**Where the registers sit**

Scale: 3 px per um. Other sequential cells in the stronger grey, the rest of the logic in the fainter grey.
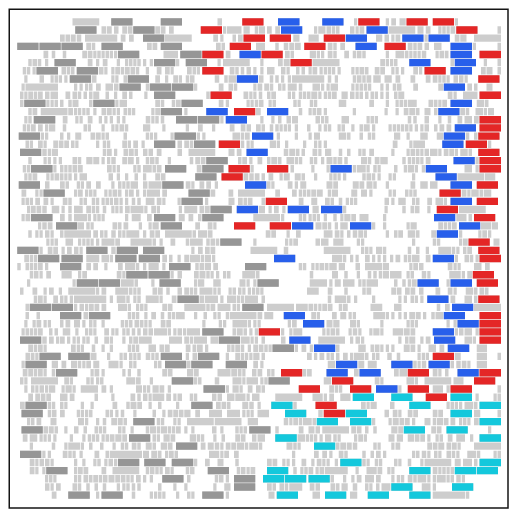
**Metal layers overlaid**

Scale: 2 px per um. Two of the layers only.
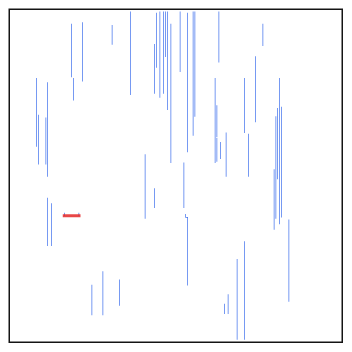
==> config.mk <==
export PLATFORM = sky130hd
export DESIGN_NAME = sdram_wr_dma_ctrl
export DESIGN_NICKNAME = d
export VERILOG_FILES = /design/src/rtl/sdram_wr_dma_ctrl.sv
export SDC_FILE = /design/constraint.sdc
export NUM_CORES = 1
export LEC_CHECK = 0
export ABC_AREA = 1
export CORE_MARGIN = 2
export CORE_UTILIZATION = 60
export CTS_CLUSTER_SIZE = 28
export DETAILED_ROUTE_END_ITERATION = 12
export DONT_BUFFER_PORTS = 1
export PLACE_DENSITY = 0.78
export SETUP_SLACK_MARGIN = 0.2
export SLEW_MARGIN = 20
export SYNTH_ARGS = -nofsm -noshare
export SYNTH_HDL_FRONTEND = slang
export SYNTH_SLANG_ARGS = --single-unit
export TNS_END_PERCENT = 100
==> constraint.sdc <==
create_clock -name clk_i -period 4.3 [get_ports clk_i]
set_input_delay 1.075 -clock clk_i [delete_from_list [all_inputs] [get_ports clk_i]]
set_output_delay 1.075 -clock clk_i [all_outputs]
set_load 0.02 [all_outputs]
==> flow_summary.html <==
<h2>Implementation results</h2>
<table>
<tr><th>Metric</th><th>Value</th></tr>
<tr><th colspan="2">Flow run</th></tr>
<tr><td>Max-cap viol count</td><td>0</td></tr>
<tr><th colspan="2">Power</th></tr>
<tr><td>Sequential Power Share</td><td>0.374</td></tr>
<tr><td>Power per unit of standard cell area</td><td>around 680 nW/um2</td></tr>
<tr><td>Post-layout power</td><td>approximately 11 mW</td></tr>
<tr><td>Internal</td><td>approximately 6.2 mW</td></tr>
<tr><th colspan="2">Yosys</th></tr>
<tr><td>Cell Area, Synth</td><td>roughly 16000 um2</td></tr>
<tr><td>Library cell with the highest instance count after synthesis</td><td>nand2_1</td></tr>
<tr><td>Synthesized netlist cell count</td><td>2451</td></tr>
<tr><td>Sequential element share of the synthesized area</td><td>0.345</td></tr>
<tr><td>Chip area from the yosys synthesis statistics</td><td>between 15000 and 20000 um2</td></tr>
<tr><td>Average cell area after synthesis</td><td>between 6 and 7 um2</td></tr>
<tr><td>FFs w/ async S/R, synth</td><td>0</td></tr>
<tr><td>Commonest cells in the synthesized netlist</td><td>nand2_1 (633), nor2_1 (341), dfxtp_1 (271)</td></tr>
<tr><td>Warning count from the yosys run</td><td>0</td></tr>
<tr><td>Number of synthesized register bits</td><td>approximately 270</td></tr>
<tr><th colspan="2">CTS</th></tr>
<tr><td>H-tree depth</td><td>1</td></tr>
<tr><td>Clock slew seen by the registers of the worst setup and hold paths</td><td>0.06 ns</td></tr>
<tr><td>Number of clock buffers inserted by TritonCTS</td><td>29</td></tr>
<tr><td>Post-CTS resize count</td><td>0</td></tr>
<tr><th colspan="2">Detailed routing</th></tr>
<tr><td>Avg Vias per Cell</td><td>5.82</td></tr>
<tr><td>Antenna-violating nets left</td><td>0</td></tr>
<tr><td>DRT Pass-1 Iters</td><td>5</td></tr>
<tr><td>Routed WL per cell</td><td>about 17 um</td></tr>
<tr><th colspan="2">Die</th></tr>
<tr><td>Area of the chip</td><td>27500 um2</td></tr>
<tr><td>Num ports</td><td>roughly 280</td></tr>
<tr><td>Die Width</td><td>166 um</td></tr>
<tr><td>Init Core Util</td><td>0.606</td></tr>
<tr><td>Number of core rows</td><td>59</td></tr>
<tr><th colspan="2">Status</th></tr>
<tr><td>Status</td><td>complete, no violations</td></tr>
<tr><th colspan="2">Final layout</th></tr>
<tr><td>Final net count</td><td>about 2500</td></tr>
<tr><td>Total of fill cells in the finished design</td><td>around 2400</td></tr>
<tr><td>Max reg flops</td><td>~65</td></tr>
<tr><th colspan="2">Hold path</th></tr>
<tr><td>Worst Hold Class</td><td>flip-flop to flip-flop</td></tr>
<tr><th colspan="2">Timing</th></tr>
<tr><td>Achievable Freq</td><td>roughly 350 MHz</td></tr>
<tr><td>Portion of the clock cycle consumed by the worst path in the final layout</td><td>0.667</td></tr>
<tr><td>Final-report setup violation count</td><td>0</td></tr>
<tr><th colspan="2">Worst setup path</th></tr>
<tr><td>Sort of element at the start of the critical path</td><td>flip-flop</td></tr>
<tr><td>Critical path fanouts, max</td><td>6</td></tr>
<tr><td>Depth of the worst register-to-register path</td><td>10</td></tr>
<tr><td>Max stage delay cell, worst path</td><td>dfxtp_1</td></tr>
<tr><td>CP peak stage delay</td><td>0.60 ns</td></tr>
<tr><th colspan="2">GRT</th></tr>
<tr><td>Remaining Overflow, GRT</td><td>0</td></tr>
<tr><td>Antenna violations before repair</td><td>1</td></tr>
</table>
Back to the opening pictures, 'where the registers sit':
| name in the netlist | colour | placed flops |
|---|---|---|
| avm_writedata_o | red | 65 |
| cycle_cnt_o | cyan | 32 |
| beat_cnt_q | blue | 63 |
not coloured: 111
post-route core utilization: 0.647
storage element area: 5430 um2
Flop+latch power: 4.27 mW
proportion of cell area occupied by registers: 0.323

Back to the opening pictures, 'metal layers overlaid':
| layer | colour | wire length |
|---|---|---|
| metal 4 | blue | 1540 um |
| metal 5 | red | 7.40 um |
Global Route Usage Sum: 0.335
wire length after detailed routing: 47400 um
vias after detailed routing: 16000

-- area by class of cell --
| class | count | share of cell area |
|---|---|---|
| clock buffers | 36 | 0.0472 |
| clock inverters | 16 | 0.0143 |
| flip-flops and latches | 271 | 0.323 |
| repair buffers | 7 | 0.00313 |
| multi-input cells | 1837 | 0.530 |
| inverters | 253 | 0.0567 |
| well taps | 335 | 0.0250 |
-- cells in the final DEF, fill, tap and decap left out, types with 4 or more instances in the layout --
master,instances
bufinv_16,6
clkbuf_8,4
o21a_1,4
buf_4,7
inv_2,13
nand3_1,184
o21ai_0,112
clkinv_2,8
nand2_1,633
o21bai_1,6
dfxtp_1,271
clkbuf_16,29
and2_1,9
nor3_1,22
xor2_1,13
nand3b_1,9
a21oi_1,226
nand4_1,54
nor4_1,5
ha_1,27
o21ai_1,7
nand2_2,11
xnor2_1,10
nand3_2,4
nor2_2,18
o211ai_1,29
nor2_4,12
inv_1,238
or2_2,23
nor3b_1,4
a31oi_1,7
nor2_1,341
nor3_2,8
o211a_1,12
conb_1,16
-- per-stage QoR --
step | utilization | hold WS [ns] | worst slack, ns
after global routing | 0.647 | 0.510 | 1.23
after CTS | 0.647 | 0.478 | 1.44
after floorplan | - | 0.449 | 2.10
final | 0.647 | 0.476 | 1.43
after global placement | 0.608 | 0.455 | 1.42
after detailed placement | 0.608 | 0.470 | 1.30
-- metal layers --
layer,share of wire,vias to the layer above,GRT usage
met2,0.46,682,0.552
met1,0.41,7361,0.433
li1,-,7869,-
met3,0.093,107,0.0789
met5,0.00015,-,0
met4,0.032,2,0.110
-- worst reg2reg max path, cell delays in order, from the launching register on --
cell and delay (ns):
dfxtp_1 0.60, ha_1 0.23, inv_1 0.06, fa_1 0.40, nand3_1 0.08, nand3_1 0.17
a21oi_1 0.50, nand2_1 0.24, o21ai_0 0.22, o211ai_1 0.12, a21oi_1 0.16
-- cells by family after synthesis --
| logic type | count (synthesis) | synth area share |
|---|---|---|
| flops | 271 | 0.345 |
| xor+xnor | 23 | 0.0128 |
| fa+ha+maj | 30 | 0.0249 |
| compound gates | 419 | 0.147 |
| buf+inv | 358 | 0.0931 |
| simple gates | 1349 | 0.376 |
| other cells | 1 | 0.000239 |
-- power by group through the flow --
| stage | combinational (mW) | sequential [mW] | clock (mW) |
|---|---|---|---|
| 5_1_grt | 5.03 | 4.35 | 2.85 |
| 2_1_floorplan | 3.59 | 4.04 | 0 |
| 4_1_cts | 4.39 | 4.26 | 2.74 |
| 3_5_place_dp | 4.35 | 4.31 | 0 |
| 3_3_place_gp | 4.23 | 4.30 | 0 |
| 6_report | 4.43 | 4.27 | 2.72 |
No activity file was given, so power comes from the tool's default toggle rates.
